`config.mk`:
```
export PLATFORM = sky130hd
export DESIGN_NAME = sample_frame_sequencer_flat
export DESIGN_NICKNAME = d
export VERILOG_FILES = /design/src/rtl/sample_frame_sequencer_if.sv /design/src/rtl/sample_frame_sequencer.sv /design/src/flat_wrapper.sv
export SDC_FILE = /design/constraint.sdc
export NUM_CORES = 1
export LEC_CHECK = 0
export CAP_MARGIN = 20
export CORE_MARGIN = 2
export CORE_UTILIZATION = 30
export DETAILED_ROUTE_END_ITERATION = 16
export PLACE_DENSITY_LB_ADDON = 0.3
export SLEW_MARGIN = 15
export SYNTH_ARGS = -nofsm -noshare
export SYNTH_HDL_FRONTEND = slang
export SYNTH_SLANG_ARGS = --single-unit
```
`constraint.sdc`:
```
create_clock -name clk_operation -period 4.9 [get_ports clk_operation]
set_clock_uncertainty 0.1 [all_clocks]
set_input_delay 0.98 -clock clk_operation [delete_from_list [all_inputs] [get_ports clk_operation]]
set_output_delay 0.98 -clock clk_operation [all_outputs]
set_load 0.05 [all_outputs]
```
`src/rtl/sample_frame_sequencer_if.sv`:
```
// rtl/sample_frame_sequencer_if.sv - sample/result bundle between the sequencer and its environment
// Signals:
//   enable, sampling_cycle, lag_sel              control into the sequencer
//   in_sample, in_valid, in_ready                incoming audio sample stream
//   sig16b, sig16b_lag, sampling_cycle_counter   per-period drive to the canceller
//   sig16b_without_echo                          canceller result
//   out_sample, out_valid, out_ready             captured result stream
//   frame_count, underrun, overrun               status
// Modports: master = environment side, slave = sequencer side.
interface sample_frame_sequencer_if #(
  parameter int SAMPLE_W = 16,
  parameter int CNT_W    = 13,
  parameter int LAG_AW   = 6
);
  logic                enable;
  logic [CNT_W-1:0]    sampling_cycle;
  logic [LAG_AW-1:0]   lag_sel;
  logic [SAMPLE_W-1:0] in_sample;
  logic                in_valid;
  logic                in_ready;
  logic [SAMPLE_W-1:0] sig16b;
  logic [SAMPLE_W-1:0] sig16b_lag;
  logic [CNT_W-1:0]    sampling_cycle_counter;
  logic [SAMPLE_W-1:0] sig16b_without_echo;
  logic [SAMPLE_W-1:0] out_sample;
  logic                out_valid;
  logic                out_ready;
  logic [CNT_W-1:0]    frame_count;
  logic                underrun;
  logic                overrun;

  modport master (
    output enable, sampling_cycle, lag_sel, in_sample, in_valid,
           sig16b_without_echo, out_ready,
    input  in_ready, sig16b, sig16b_lag, sampling_cycle_counter,
           out_sample, out_valid, frame_count, underrun, overrun
  );

  modport slave (
    input  enable, sampling_cycle, lag_sel, in_sample, in_valid,
           sig16b_without_echo, out_ready,
    output in_ready, sig16b, sig16b_lag, sampling_cycle_counter,
           out_sample, out_valid, frame_count, underrun, overrun
  );
endinterface

```
`src/rtl/sample_frame_sequencer.sv`:
```
// rtl/sample_frame_sequencer.sv - per-sample launch/capture sequencer for the echo canceller
// Ports:
//   clk_operation  operation clock
//   rst_n          asynchronous reset, active low
//   bus (slave)    control (enable, sampling_cycle, lag_sel), input sample stream with
//                  a small FIFO, canceller drive (sig16b, sig16b_lag, counter),
//                  canceller result, result stream and status (frame_count, sticky flags)
module sample_frame_sequencer #(
  parameter int SAMPLE_W   = 16,
  parameter int CNT_W      = 13,
  parameter int MIN_CYCLE  = 1200,
  parameter int CAPTURE_AT = 1100,
  parameter int LAG_DEPTH  = 64,
  parameter int LAG_AW     = 6,
  parameter int FIFO_DEPTH = 4
) (
  input logic                     clk_operation,
  input logic                     rst_n,
  sample_frame_sequencer_if.slave bus
);

  localparam int FIFO_AW = $clog2(FIFO_DEPTH);

  localparam logic [CNT_W-1:0]   CNT_IDLE  = '1;
  localparam logic [CNT_W-1:0]   CNT_ONE   = CNT_W'(1);
  localparam logic [CNT_W-1:0]   MIN_P     = CNT_W'(MIN_CYCLE);
  localparam logic [CNT_W-1:0]   CAP_V     = CNT_W'(CAPTURE_AT);
  localparam logic [FIFO_AW:0]   FIFO_FULL = (FIFO_AW+1)'(FIFO_DEPTH);
  localparam logic [FIFO_AW:0]   FIFO_ONE  = (FIFO_AW+1)'(1);
  localparam logic [FIFO_AW-1:0] FPTR_ONE  = FIFO_AW'(1);
  localparam logic [LAG_AW:0]    LAG_FULL  = (LAG_AW+1)'(LAG_DEPTH);
  localparam logic [LAG_AW:0]    LAG_ONE   = (LAG_AW+1)'(1);
  localparam logic [LAG_AW-1:0]  LPTR_ONE  = LAG_AW'(1);

  typedef enum logic {IDLE = 1'b0, RUN = 1'b1} state_t;

  state_t              state;
  logic [CNT_W-1:0]    cnt;
  logic [CNT_W-1:0]    period;
  logic [CNT_W-1:0]    frame_cnt;
  logic                launched;
  logic [SAMPLE_W-1:0] sig_q;
  logic [SAMPLE_W-1:0] sig_lag_q;
  logic [SAMPLE_W-1:0] out_sample_q;
  logic                out_valid_q;
  logic                underrun_q;
  logic                overrun_q;
  logic                in_ready_q;

  logic [SAMPLE_W-1:0] fifo_mem [FIFO_DEPTH];
  logic [FIFO_AW-1:0]  fifo_rp;
  logic [FIFO_AW-1:0]  fifo_wp;
  logic [FIFO_AW:0]    fifo_cnt;
  logic [FIFO_AW:0]    fifo_cnt_next;

  logic [SAMPLE_W-1:0] lag_mem [LAG_DEPTH];
  logic [LAG_AW-1:0]   lag_wp;
  logic [LAG_AW:0]     lag_fill;   // prior launches, saturating at LAG_DEPTH
  logic [LAG_AW-1:0]   lag_rd_addr;

  logic                launch;
  logic                capture;
  logic                push;
  logic                pop;
  logic [SAMPLE_W-1:0] launch_sample;
  logic [SAMPLE_W-1:0] lag_next;
  logic [CNT_W-1:0]    next_period;

  // Launch from IDLE on the first enabled edge, otherwise at the end of the period.
  assign launch  = bus.enable && ((state == IDLE) || (cnt == period - CNT_ONE));
  assign capture = (state == RUN) && launched && (cnt == CAP_V);

  // in_ready_q mirrors !full; registering it keeps it low through reset.
  assign push = bus.in_valid && in_ready_q;
  assign pop  = launch && (fifo_cnt != '0);

  assign launch_sample = pop ? fifo_mem[fifo_rp] : '0;
  assign next_period   = (bus.sampling_cycle < MIN_P) ? MIN_P : bus.sampling_cycle;
  assign lag_rd_addr   = lag_wp - bus.lag_sel;

  always_comb begin
    lag_next = lag_mem[lag_rd_addr];
    if (bus.lag_sel == '0) begin
      lag_next = launch_sample;
    end else if ({1'b0, bus.lag_sel} > lag_fill) begin
      // Not enough history yet; the lag memory is never cleared, so mask it.
      lag_next = '0;
    end
  end

  always_comb begin
    fifo_cnt_next = fifo_cnt;
    if (push && !pop) begin
      fifo_cnt_next = fifo_cnt + FIFO_ONE;
    end else if (pop && !push) begin
      fifo_cnt_next = fifo_cnt - FIFO_ONE;
    end
  end

  always_ff @(posedge clk_operation or negedge rst_n) begin
    if (!rst_n) begin
      state        <= IDLE;
      cnt          <= CNT_IDLE;
      period       <= MIN_P;
      frame_cnt    <= '0;
      launched     <= 1'b0;
      sig_q        <= '0;
      sig_lag_q    <= '0;
      out_sample_q <= '0;
      out_valid_q  <= 1'b0;
      underrun_q   <= 1'b0;
      overrun_q    <= 1'b0;
      in_ready_q   <= 1'b0;
      fifo_rp      <= '0;
      fifo_wp      <= '0;
      fifo_cnt     <= '0;
      lag_wp       <= '0;
      lag_fill     <= '0;
    end else begin
      if (launch) begin
        state     <= RUN;
        cnt       <= '0;
        period    <= next_period;
        frame_cnt <= frame_cnt + CNT_ONE;
        launched  <= 1'b1;
        sig_q     <= launch_sample;
        sig_lag_q <= lag_next;
        lag_wp    <= lag_wp + LPTR_ONE;
        if (lag_fill != LAG_FULL) begin
          lag_fill <= lag_fill + LAG_ONE;
        end
        if (!pop) begin
          underrun_q <= 1'b1;
        end
      end else if (state == RUN) begin
        if (!bus.enable) begin
          state <= IDLE;
          cnt   <= CNT_IDLE;
        end else begin
          cnt <= cnt + CNT_ONE;
        end
      end

      // A capture while the previous result is still unconsumed drops the new one.
      if (capture) begin
        if (!out_valid_q || bus.out_ready) begin
          out_sample_q <= bus.sig16b_without_echo;
          out_valid_q  <= 1'b1;
        end else begin
          overrun_q <= 1'b1;
        end
      end else if (out_valid_q && bus.out_ready) begin
        out_valid_q <= 1'b0;
      end

      if (push) begin
        fifo_wp <= fifo_wp + FPTR_ONE;
      end
      if (pop) begin
        fifo_rp <= fifo_rp + FPTR_ONE;
      end
      fifo_cnt   <= fifo_cnt_next;
      in_ready_q <= (fifo_cnt_next != FIFO_FULL);
    end
  end

  // Storage arrays carry no reset; occupancy and fill counts qualify every read.
  always_ff @(posedge clk_operation) begin
    if (push) begin
      fifo_mem[fifo_wp] <= bus.in_sample;
    end
    if (launch) begin
      lag_mem[lag_wp] <= launch_sample;
    end
  end

  assign bus.in_ready               = in_ready_q;
  assign bus.sig16b                 = sig_q;
  assign bus.sig16b_lag             = sig_lag_q;
  assign bus.sampling_cycle_counter = cnt;
  assign bus.out_sample             = out_sample_q;
  assign bus.out_valid              = out_valid_q;
  assign bus.frame_count            = frame_cnt;
  assign bus.underrun               = underrun_q;
  assign bus.overrun                = overrun_q;

endmodule

```
`src/flat_wrapper.sv`:
```
// flat-port wrapper written by rule: the top's interface ports become plain ports
module sample_frame_sequencer_flat 
#(
  parameter int SAMPLE_W   = 16,
  parameter int CNT_W      = 13,
  parameter int MIN_CYCLE  = 1200,
  parameter int CAPTURE_AT = 1100,
  parameter int LAG_DEPTH  = 64,
  parameter int LAG_AW     = 6,
  parameter int FIFO_DEPTH = 4
)
  (clk_operation, rst_n, bus_enable, bus_sampling_cycle, bus_lag_sel, bus_in_sample, bus_in_valid, bus_sig16b_without_echo, bus_out_ready, bus_in_ready, bus_sig16b, bus_sig16b_lag, bus_sampling_cycle_counter, bus_out_sample, bus_out_valid, bus_frame_count, bus_underrun, bus_overrun);
  sample_frame_sequencer_if #(.SAMPLE_W(SAMPLE_W), .CNT_W(CNT_W), .LAG_AW(LAG_AW)) bus_i ();
  input logic clk_operation;
  input logic rst_n;
  input wire logic [$bits(bus_i.enable)-1:0] bus_enable;
  input wire logic [$bits(bus_i.sampling_cycle)-1:0] bus_sampling_cycle;
  input wire logic [$bits(bus_i.lag_sel)-1:0] bus_lag_sel;
  input wire logic [$bits(bus_i.in_sample)-1:0] bus_in_sample;
  input wire logic [$bits(bus_i.in_valid)-1:0] bus_in_valid;
  input wire logic [$bits(bus_i.sig16b_without_echo)-1:0] bus_sig16b_without_echo;
  input wire logic [$bits(bus_i.out_ready)-1:0] bus_out_ready;
  output wire logic [$bits(bus_i.in_ready)-1:0] bus_in_ready;
  output wire logic [$bits(bus_i.sig16b)-1:0] bus_sig16b;
  output wire logic [$bits(bus_i.sig16b_lag)-1:0] bus_sig16b_lag;
  output wire logic [$bits(bus_i.sampling_cycle_counter)-1:0] bus_sampling_cycle_counter;
  output wire logic [$bits(bus_i.out_sample)-1:0] bus_out_sample;
  output wire logic [$bits(bus_i.out_valid)-1:0] bus_out_valid;
  output wire logic [$bits(bus_i.frame_count)-1:0] bus_frame_count;
  output wire logic [$bits(bus_i.underrun)-1:0] bus_underrun;
  output wire logic [$bits(bus_i.overrun)-1:0] bus_overrun;
  assign bus_i.enable = bus_enable;
  assign bus_i.sampling_cycle = bus_sampling_cycle;
  assign bus_i.lag_sel = bus_lag_sel;
  assign bus_i.in_sample = bus_in_sample;
  assign bus_i.in_valid = bus_in_valid;
  assign bus_i.sig16b_without_echo = bus_sig16b_without_echo;
  assign bus_i.out_ready = bus_out_ready;
  assign bus_in_ready = bus_i.in_ready;
  assign bus_sig16b = bus_i.sig16b;
  assign bus_sig16b_lag = bus_i.sig16b_lag;
  assign bus_sampling_cycle_counter = bus_i.sampling_cycle_counter;
  assign bus_out_sample = bus_i.out_sample;
  assign bus_out_valid = bus_i.out_valid;
  assign bus_frame_count = bus_i.frame_count;
  assign bus_underrun = bus_i.underrun;
  assign bus_overrun = bus_i.overrun;
  sample_frame_sequencer #(.SAMPLE_W(SAMPLE_W), .CNT_W(CNT_W), .MIN_CYCLE(MIN_CYCLE), .CAPTURE_AT(CAPTURE_AT), .LAG_DEPTH(LAG_DEPTH), .LAG_AW(LAG_AW), .FIFO_DEPTH(FIFO_DEPTH)) u_core (.clk_operation(clk_operation), .rst_n(rst_n), .bus(bus_i));
endmodule
```
==> images/m3.png <==
Bar = 100 um.
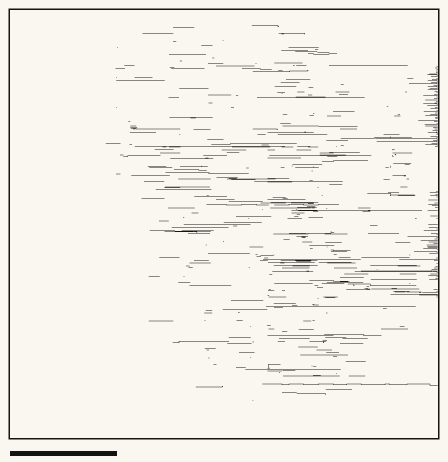
share of all routed wire: 6.4%
longest straight run: 141 um
wire length on this layer: 7820 um
main direction: horizontal
met3 GRT Util: 2.58%
routed vias: 23700
final WL: 123 mm

==> images/layers.png <==
Bar = 100 um.
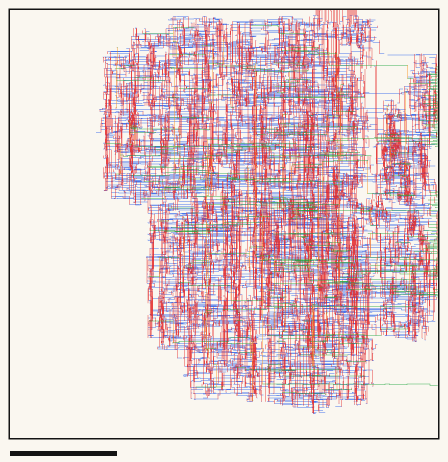
| layer | colour | wire length |
|---|---|---|
| M1 | blue | 52.3 mm |
| M5 | purple | 11.0 um |
| M4 | orange | 2710 um |
| M2 | red | 59.7 mm |
| M3 | green | 7820 um |
Total GRT Usage: 15.0%
Routed WL per cell: 25.8 um

==> images/m4.png <==
Supply wires on this layer in grey.
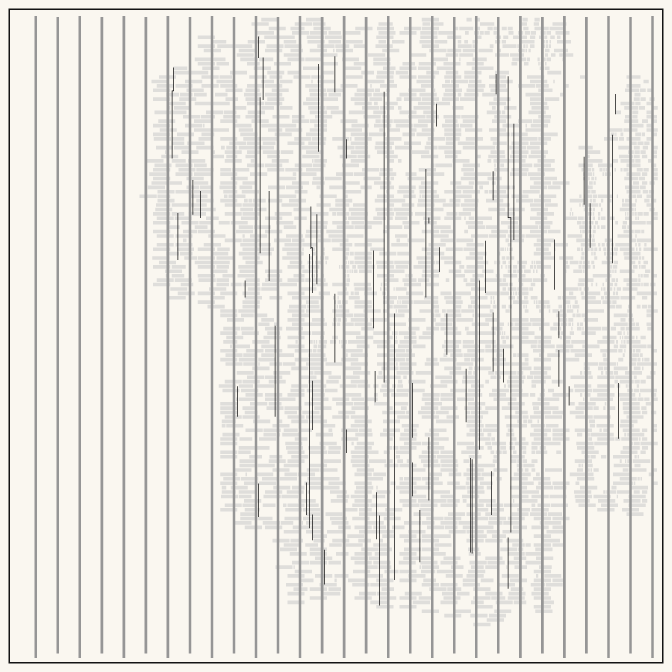
share of all routed wire: 2.2%
nets with wire on the layer: 28
wire length on this layer: 2710 um

==> images/placed.png <==
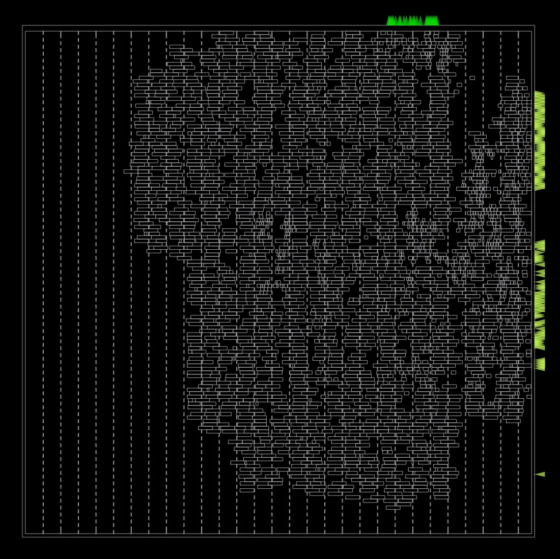
Seq/total area: 62.0%
FP Rows: 145
FILL cells: 14200

==> results_slide.txt <==
Flow Results at a Glance

Final layout
  • Clock buffer count: 147
  • Nets@finish: 2672
  • Gate Area: 11600 um2
  • Ant. Diodes: 1
  • Clk cell area share: 7.07%
  • Flops: 1201
  • Inverters, non-clock: 37
  • Syn-to-layout area delta: 20.8%
  • Share of cells above drive strength 1: 30.8%
  • Bufs w/o clock: 333
  • Area-dominant class: sequential cells

Clock tree
  • Clock-pin slew on the worst setup and hold paths: 0.06 ns
  • CTS tree: done
  • Insertion Delay late pin: 0.75 ns
  • CTS resizes: 0
  • Setup repair bufs after CTS: 0
  • Root buf cell: clkbuf_16
  • Cts bufs inserted: 118
  • Clock Tree Buf Depth: 3
  • CTS H-Tree Depth: 3
  • # clock sinks: 1201

Synthesis
  • Yosys chip area: 47400 um2
  • Synth mux share: 17.8%
  • Post-Synth Adder-Cell Area: 0.701%
  • Most numerous cell in the Yosys netlist: edfxtp_1
  • Largest cells by area: edfxtp_1 69%, mux4_2 15%, dfrtp_1 5.1%
  • Synth logic family: multiplexers
  • Simple Share, Synth: 2.60%
  • XOR-XNOR Cells, Area Fraction: 0.905%
  • Syn Nets: 2328
  • Yosys Instances: 2246
  • Ys async rst share: 9.41%
  • Mapped Area: 47400 um2
  • Cell count after synthesis: 2246
  • Area fraction in compound gates after synthesis: 1.96%
  • Most frequent cells after synthesis: 1088 x edfxtp_1, 320 x mux4_2, 100 x nor2_1, 96 x dfrtp_1, 79 x clkbuf_1
  • Seq share, synth: 74.9%
  • Synth flops: 1201
  • Ys Warns: 0
  • Post-synth EDFFs: 1088
  • Synth Flop Type: edfxtp_1

Power and ir drop
  • Flop pwr share: 34.5%
  • Switch share: 33.3%
  • PwrDens: 643 nW/um2
  • Logic power comb: 14.7 mW
  • Clock network power share: 25.6%
  • Tot Pwr: 36.8 mW
  • Comb pwr share: 39.9%
  • Main power group: combinational logic
  • Int Pwr: 24.6 mW
  • Leak: 19.0 nW
  • Sequential power: 12.7 mW

Worst setup path
  • Critical Path Start: bus_lag_sel[0]
  • Worst flop-to-flop path endpoint: u_core.lag_mem[55][11]
  • Kind of cell adding the most delay to the critical path: multiplexers
  • Slowest CP cell: fa_4
  • Worst R2R Path Depth: 11
  • Crit end category: flop
  • R2R Path Start: u_core.period[0]
  • Crit-path max cell delay: 0.80 ns
  • Critical path peak fanout: 43
  • Crit path depth: 12
  • Crit-path cells: clkdlybuf4s50_1 > ha_4 > inv_1 > fa_4 > buf_4 > buf_12 > mux4_2 > mux4_2 > mux2i_1 > mux2_2 > o32ai_1 > mux2_2
  • Worst path bufs/invs: 4

Placed design
  • IO Port Bufs: 133

Timing
  • RSZ-0062 raised after global routing: false
  • Slack of the critical path: 0.448 ns
  • Worst Tran Pin Value: 1.14 ns
  • Post-route minimum period: 4.45 ns
  • # setup viols final: 0
  • Max Clk Rate: 225 MHz
  • Hold slack: 0.298 ns
  • Slew margin rel.: 23.4%

Die
  • FP Util: 30.3%
  • I/O pin count: 134
  • Die Span Y: 402 um
  • Die W: 402 um
  • N_taps: 2058

Route
  • DR WL met2: 59.7 mm
  • Final ANT Viol Nets: 0
  • Remaining DRCs: 0
  • WL met3: 7.82 mm
  • Top sig layer: met5
  • Initial drt markers: 2134

GRT
  • GRT busiest layer: met2
  • Largest net degree at the start of global routing: 72
  • Initial antenna violation count: 4
  • Met2 Usage GRT: 24.8%

Run
  • Tool Warnings: 34
  • Max-cap check violation count: 0

Hold path
  • Hold Path Class: in2async

Outcome
  • Outcome: complete, no violations
cells in the final DEF (no fill, tap or decap), types with 18 or more instances in the layout:
cell type and instances:
clkbuf_1 19, inv_1 35, clkinv_2 19, nor2_1 84, xnor2_1 31, edfxtp_1 1088
a21o_1 18, nand2_1 55, clkdlybuf4s50_1 132, buf_12 51, o21ai_0 43, mux2_2 66
buf_4 148, clkinv_1 20, mux2i_1 49, nand3_1 20, clkbuf_16 122, ha_1 24
dfrtp_1 96, mux4_2 320
per-stage QoR:
stage | TNS (ns) | cell area, um2 | utilization, % | cells
after CTS | 0 | 57300 | 36.6 | 4749
after global placement | -2.96 | 53200 | 34.0 | 4526
after floorplan | 0 | 47400 | - | 2246
after global routing | 0 | 57300 | 36.6 | 4749
final | 0 | 57300 | 36.6 | 4750
after detailed placement | -2.46 | 53300 | 34.0 | 4528
Power and IR drop assume default switching activity.
